<file path="src/rtl/display_timings_pkg.sv">
// display_timings_pkg
//   Display-mode timing table shared by display_timings and the board tops.
//   Board tops pick a mode number and pull RES/FP/SYNC/BP/POL from
//   mode_timing() rather than repeating raw numbers.
//   Contents:
//     mode_timing_t         one mode's horizontal/vertical timing and sync polarity
//     mode_timing()         mode number -> timing (unknown numbers fall back to mode 3)
//     DISPLAY_MODE_DEFAULT  mode used when no mode is chosen (672x384, 800x525 raster)
//     DEFAULT_MODE          timing of DISPLAY_MODE_DEFAULT
package display_timings_pkg;

    typedef struct packed {
        int h_res;
        int h_fp;
        int h_sync;
        int h_bp;
        int v_res;
        int v_fp;
        int v_sync;
        int v_bp;
        bit h_pol;
        bit v_pol;
    } mode_timing_t;

    localparam int DISPLAY_MODE_DEFAULT = 3;

    function automatic mode_timing_t mode_timing(input int mode);
        mode_timing_t t;
        case (mode)
            0:       t = '{640,  16,  96,  48, 480, 10, 2, 33, 1'b0, 1'b0};  // 640x480 @ 25.2 MHz
            1:       t = '{800,  40, 128,  88, 600,  1, 4, 23, 1'b1, 1'b1};  // 800x600 @ 40 MHz
            2:       t = '{1280, 110, 40, 220, 720,  5, 5, 20, 1'b1, 1'b1};  // 1280x720 @ 74.25 MHz
            default: t = '{672,  16,  96,  16, 384, 63, 2, 76, 1'b0, 1'b0};  // 672x384 in 800x525 @ 25 MHz
        endcase
        return t;
    endfunction

    localparam mode_timing_t DEFAULT_MODE = mode_timing(DISPLAY_MODE_DEFAULT);

endpackage

</file>
<file path="src/rtl/display_timings.sv">
// display_timings
//   Raster timing generator on the pixel clock. Produces signed screen
//   coordinates (blanking first, negative values; active area from 0,0),
//   sync pulses, data enable and line/frame start strobes.
//   Ports:
//     clk_pix     in   pixel clock
//     rst_pix_n   in   asynchronous reset, active-low
//     disp_x      out  signed horizontal position, 0..H_RES-1 active
//     disp_y      out  signed vertical position, 0..V_RES-1 active
//     disp_hsync  out  horizontal sync, polarity H_POL
//     disp_vsync  out  vertical sync, polarity V_POL
//     disp_de     out  data enable (x and y both active)
//     disp_frame  out  strobe at first position of a frame
//     disp_line   out  strobe at first position of each line
module display_timings
    import display_timings_pkg::*;
#(
    parameter int CORDW  = 16,
    parameter int H_RES  = DEFAULT_MODE.h_res,
    parameter int H_FP   = DEFAULT_MODE.h_fp,
    parameter int H_SYNC = DEFAULT_MODE.h_sync,
    parameter int H_BP   = DEFAULT_MODE.h_bp,
    parameter int V_RES  = DEFAULT_MODE.v_res,
    parameter int V_FP   = DEFAULT_MODE.v_fp,
    parameter int V_SYNC = DEFAULT_MODE.v_sync,
    parameter int V_BP   = DEFAULT_MODE.v_bp,
    parameter bit H_POL  = DEFAULT_MODE.h_pol,
    parameter bit V_POL  = DEFAULT_MODE.v_pol
) (
    input  logic                    clk_pix,
    input  logic                    rst_pix_n,
    output logic signed [CORDW-1:0] disp_x,
    output logic signed [CORDW-1:0] disp_y,
    output logic                    disp_hsync,
    output logic                    disp_vsync,
    output logic                    disp_de,
    output logic                    disp_frame,
    output logic                    disp_line
);

    localparam int H_BLANK  = H_FP + H_SYNC + H_BP;
    localparam int V_BLANK  = V_FP + V_SYNC + V_BP;
    localparam int CORD_MAX = (CORDW >= 2 && CORDW <= 31) ? (1 << (CORDW - 1)) - 1 : 0;

    if (CORDW < 2 || CORDW > 31) begin : g_bad_cordw
        $error("display_timings: CORDW must be in 2..31");
    end
    if (H_RES == 0 || H_SYNC == 0 || V_RES == 0 || V_SYNC == 0) begin : g_bad_zero
        $error("display_timings: H_RES, H_SYNC, V_RES and V_SYNC must be non-zero");
    end
    if (H_BLANK > CORD_MAX + 1 || V_BLANK > CORD_MAX + 1 ||
        H_RES - 1 > CORD_MAX || V_RES - 1 > CORD_MAX) begin : g_bad_range
        $error("display_timings: coordinate range does not fit in CORDW bits");
    end

    localparam logic signed [CORDW-1:0] H_STA  = CORDW'(-H_BLANK);
    localparam logic signed [CORDW-1:0] H_END  = CORDW'(H_RES - 1);
    localparam logic signed [CORDW-1:0] V_STA  = CORDW'(-V_BLANK);
    localparam logic signed [CORDW-1:0] V_END  = CORDW'(V_RES - 1);
    localparam logic signed [CORDW-1:0] HS_BEG = CORDW'(H_FP - H_BLANK);
    localparam logic signed [CORDW-1:0] HS_END = CORDW'(H_FP + H_SYNC - 1 - H_BLANK);
    localparam logic signed [CORDW-1:0] VS_BEG = CORDW'(V_FP - V_BLANK);
    localparam logic signed [CORDW-1:0] VS_END = CORDW'(V_FP + V_SYNC - 1 - V_BLANK);
    localparam logic signed [CORDW-1:0] ZERO   = '0;
    localparam logic signed [CORDW-1:0] ONE    = CORDW'(1);

    // Position that the outputs will present after the next clock. Decoding
    // this rather than disp_x/disp_y keeps every output aligned to the same
    // coordinate, and lets the first clock after reset present (H_STA,V_STA)
    // with both strobes set.
    logic signed [CORDW-1:0] x_nxt;
    logic signed [CORDW-1:0] y_nxt;
    logic signed [CORDW-1:0] x_adv;
    logic signed [CORDW-1:0] y_adv;

    always_comb begin
        x_adv = x_nxt + ONE;
        y_adv = y_nxt;
        if (x_nxt == H_END) begin
            x_adv = H_STA;
            y_adv = (y_nxt == V_END) ? V_STA : y_nxt + ONE;
        end
    end

    always_ff @(posedge clk_pix or negedge rst_pix_n) begin
        if (!rst_pix_n) begin
            x_nxt      <= H_STA;
            y_nxt      <= V_STA;
            disp_x     <= H_STA;
            disp_y     <= V_STA;
            disp_hsync <= ~H_POL;
            disp_vsync <= ~V_POL;
            disp_de    <= 1'b0;
            disp_frame <= 1'b0;
            disp_line  <= 1'b0;
        end else begin
            x_nxt      <= x_adv;
            y_nxt      <= y_adv;
            disp_x     <= x_nxt;
            disp_y     <= y_nxt;
            disp_hsync <= (x_nxt >= HS_BEG && x_nxt <= HS_END) ? H_POL : ~H_POL;
            disp_vsync <= (y_nxt >= VS_BEG && y_nxt <= VS_END) ? V_POL : ~V_POL;
            // x and y never exceed their END values, so only the lower bound matters.
            disp_de    <= (x_nxt >= ZERO) && (y_nxt >= ZERO);
            disp_frame <= (x_nxt == H_STA) && (y_nxt == V_STA);
            disp_line  <= (x_nxt == H_STA);
        end
    end

endmodule
</file>
<file path="config.mk">
export PLATFORM = sky130hd
export DESIGN_NAME = display_timings
export DESIGN_NICKNAME = d
export VERILOG_FILES = /design/src/rtl/display_timings_pkg.sv /design/src/rtl/display_timings.sv
export SDC_FILE = /design/constraint.sdc
export NUM_CORES = 1
export LEC_CHECK = 0
export ABC_AREA = 1
export CORE_ASPECT_RATIO = 1.2
export CORE_MARGIN = 2
export CORE_UTILIZATION = 59
export CTS_CLUSTER_SIZE = 8
export DETAILED_ROUTE_END_ITERATION = 16
export HOLD_SLACK_MARGIN = 0.03
export PLACE_DENSITY = 0.95
export SYNTH_ARGS = -nofsm -noshare
export SYNTH_HDL_FRONTEND = slang
export SYNTH_SLANG_ARGS = --single-unit
export TNS_END_PERCENT = 100
</file>
<file path="constraint.sdc">
create_clock -name clk_pix -period 2.75 [get_ports clk_pix]
set_input_delay 0.6875 -clock clk_pix [delete_from_list [all_inputs] [get_ports clk_pix]]
set_output_delay 0.6875 -clock clk_pix [all_outputs]
set_load 0.05 [all_outputs]
</file>
floorplan.png
Bar = 20 um. Pins as bars on the die edge.
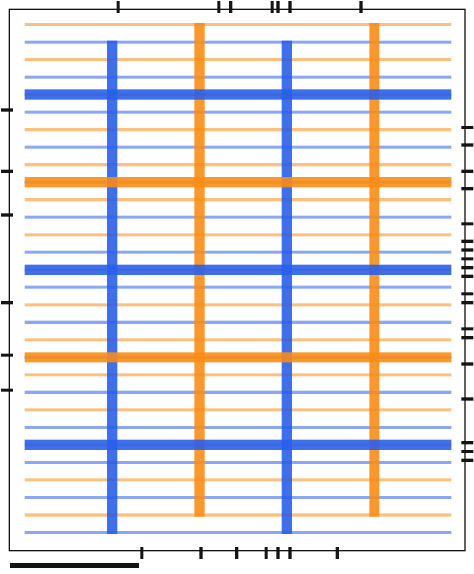
legend:
  VDD:
    color: orange
  VSS:
    color: blue
met1 rails: 30
met4 straps: 4
signal pins: 39
floorplan die height: 83.9 um
Core Region: 5230 um2
worst IR drop on VDD: 0.000294 V
horizontal die size: 70.6 um

class_map.png
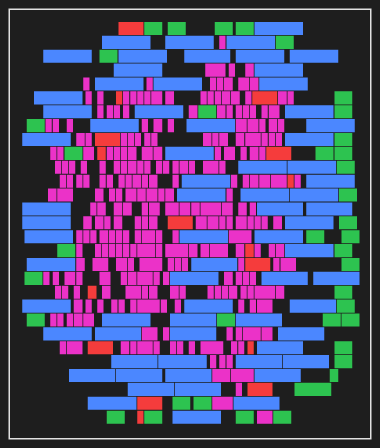
legend:
  remaining buffers and delay cells:
    color: green
    cells: 39
  remaining logic cells:
    color: magenta
    cells: 268
  registers:
    color: blue
    cells: 69
  clock drivers and dummy loads:
    color: red
    cells: 16

clock_wires.png
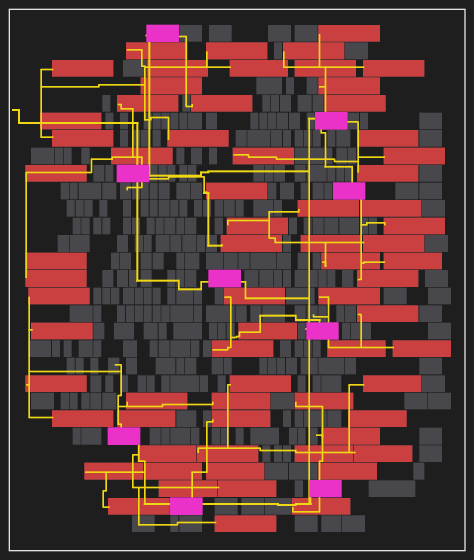
legend:
  clock wires:
    color: yellow
    length: 816 um
  flip-flops:
    color: red
    count: 69
  clock-net drivers:
    color: magenta
    count: 9
routed clock nets: 10
clock group share of total power: 39.6%
clk latency late pin: 0.35 ns
P_clk: 683 uW

layers.png
Bar = 20 um.
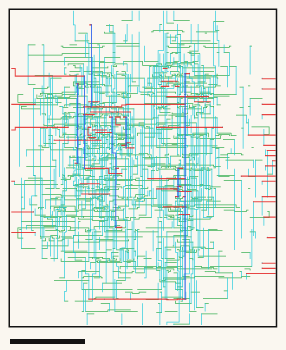
legend:
  M4:
    color: blue
    wire_length: 173 um
  M3:
    color: red
    wire_length: 335 um
  M1:
    color: green
    wire_length: 2,540 um
  M2:
    color: cyan
    wire_length: 3,260 um
Routed WL per cell: 13.9 um
Tot GR Track Use: 23.1%
Total Routed Length: 6.31 mm
overall via count from detail_route: 2,466

congestion_map.png
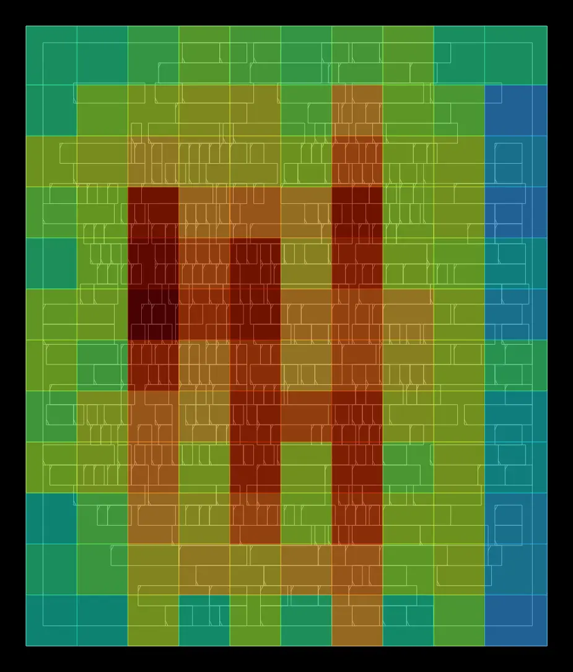
share of the core filled with cells: 71.2%
met1 track utilization from global routing: 26.2%
global-route met3 utilization: 6.16%

state kept, by name, indices dropped and copies added (netlist names):
name and cells:
disp_x 16, disp_y 16, x_nxt 16, y_nxt 16, disp_de 1, disp_frame 1, disp_hsync 1, disp_line 1
disp_vsync 1
metrics by stage:
stage	utilization, %	power (mW)
global placement	68.2	1.06
detailed placement	68.2	1.06
CTS	71.2	1.73
global route	71.2	1.77
floorplan	-	1.03
finish	71.2	1.72
final cells by class:
type | instances | share of cell area [%]
flip-flops and latches | 69 | 48.0
well taps | 62 | 2.09
multi-input cells | 225 | 30.7
inverters | 43 | 4.48
clock buffers | 13 | 3.73
clock inverters | 3 | 0.404
repair buffers | 39 | 10.6
==> run notes <==
* run status: finished, final reports clean
* total nets after synthesis: 349
* number of nets in the final layout: 394
* number of buffers between clock root and the deepest sink: 2
* Combinational Power Share: 1.2%
* top power group: sequential cells
* cell area after placement: 3560 um2
* buffer count from post-CTS setup fixing: 0
* worst hold margin: 0.364 ns
* post-route cell area: 3720 um2
* via count of the first global-routing pass: 2,455
* share of synthesized registers carrying an async set or reset: 100%
* Setup TNS: 0 ns
* number of remaining DRC errors: 0
* critical path data required time: 2.06 ns
* clk_skew: 0.00691 ns
* Synth mux share: 0%
* destination of the critical timing path: disp_y[9]
* Comb. pwr: 21.5 uW
* starting utilization of the core area: 60.0%
* XOR/XNOR Fraction of Synth Area: 3.07%
* main flop type after synthesis: sky130_fd_sc_hd__dfstp_2
* worst-path cell with the longest stage delay: sky130_fd_sc_hd__clkdlybuf4s50_1
* net switching fraction of the power: 21.9%
* layer carrying the most global-route usage: met2
* area overhead of the layout relative to synthesis: 18.6%
* number of setup violations in the final report: 0
* Top cell area share: 38.5%
* tally of filler cells in the layout: 379
* critical path startpoint: disp_y[9]$_DFF_PN1_
* most used logic cell in the final layout: sky130_fd_sc_hd__nand2_1
* first drt pass iteration count: 6
* endpoints failing hold: 0
* reg-to-reg setup timing slack: 0.72 ns
* first-pass GRT wire length: 10.7 mm
* RSZ-0062 raised after global routing: false
* total cell area reported by yosys after synthesis: 3140 um2
* startpoint types: register
* critical path cell sequence: clkdlybuf4s50_1
* floorplan row count: 29
* max-cap violations: 0
* total number of cells along the worst setup path: 1
* top area cells in the synthesized netlist: sky130_fd_sc_hd__dfstp_2, sky130_fd_sc_hd__dfrtp_1, sky130_fd_sc_hd__nand2_1, sky130_fd_sc_hd__nand3_1, sky130_fd_sc_hd__inv_1
* proportion of layout cells with a drive suffix above 1: 20.9%
* data arrival time of the worst path: 1.68 ns
* placement-stage worst setup slack: 0.754 ns
* root buffer cell: sky130_fd_sc_hd__clkbuf_8
* fraction of the mapped netlist area in simple logic gates: 28.1%
* Net Sw Power: 377 uW
* capturing element type of the critical path: output pin
* CTS sink cnt: 69
* gp weighted congestion: 0.904
* via/cell ratio: 5.43
* post-layout period usage: 85.9%
* gate count of the mapped netlist: 342
* headroom to the max-slew limit: 54.9%
* io pins: 39
* number of max-slew violations in the final report: 0
* reg-to-reg critical path endpoint: y_nxt[6]$_DFFE_PN1P_
* arithmetic-cell share of the synthesized area counting full adders, half adders and majority gates: 2.00%
* final cell count without fillers: 454
* leading cell type by number of instances after synthesis: sky130_fd_sc_hd__nand2_1
* worst stage delay on the critical path: 0.80 ns
* sum of routed wire segments on met1: 2.54 mm
* number of warnings the tools reported: 30
* sequential standard cell area: 1780 um2
* most used standard cells in the synthesized netlist: sky130_fd_sc_hd__nand2_1, sky130_fd_sc_hd__dfstp_2, sky130_fd_sc_hd__inv_1
* post-synthesis sequential element count: 69
* Logic cell area: 1140 um2
* number of routed nets with antenna violations: 0
* clock tree from TritonCTS: built
* wire length on met2: 3.26 mm
* total of cells resized after clock tree synthesis: 0
* most instantiated logic cells after routing: sky130_fd_sc_hd__nand2_1, sky130_fd_sc_hd__dfstp_2, sky130_fd_sc_hd__inv_1
* post-synthesis cell area: 3140 um2
* part of the power in registers: 59.1%
* die area: 5920 um2
* internal power: 1.35 mW
* total cells reported by yosys after synthesis: 342
* Highest Signal Layer: met4
* global route overflow: 0
* cell class contributing the biggest share of worst-path delay: buffers and inverters
* Leakage Power: 1.60 nW
* share of the yosys chip area belonging to registers: 56.9%
* DR iter-0 viols: 237
* wire length on met3: 335 um
* Reg clk slew, reported paths: 0.07 ns
* number of antenna violations at the first check in global routing: 0
* HPWL Detailed: 4.39 mm
* sum of buffers and inverters on the critical path: 1
* hold_buf cts: 0
* critical register-to-register path startpoint: y_nxt[0]$_DFFE_PN1P_
* maximum number of pins on one net before global-route repair: 40
* path type of the worst setup path: register to output pin
* depth of the most critical reg-to-reg path: 7
* seq pwr: 1.02 mW
* Max Fclk: 423 MHz
* maximum level of the CTS H-tree: 3
* Mean Syn Cell Area: 9.17 um2
* clock buffer count from CTS: 9
* Tightest Hold Check Type: primary input to asynchronous set/reset pin
* maximum fanout along the worst path: 1
* number of synthesized flops with an enable pin: 0
* slew at the pin with the worst max-slew slack: 0.677 ns
* area fraction in compound gates: 3.19%
* met2 Use GR: 39.4%
* number of placed instances, taps included: 438
* main logic family after synthesis: simple AND/OR/NAND/NOR gates
* Antenna Diode Count: 0
* Buffers on Ports: 38
* final critical path time including I/O delays and setup: 2.36 ns
* Yosys Warn Count: 0
* power density normalized to cell area: 463 nW/um2
* count of distinct cell types in the synthesized netlist: 33
* minimum setup slack in the final design: 0.387 ns
* cell type contributing the most total cell area after synthesis: sky130_fd_sc_hd__dfstp_2
Power figures rest on the tool's default switching activity, not on a simulated workload.
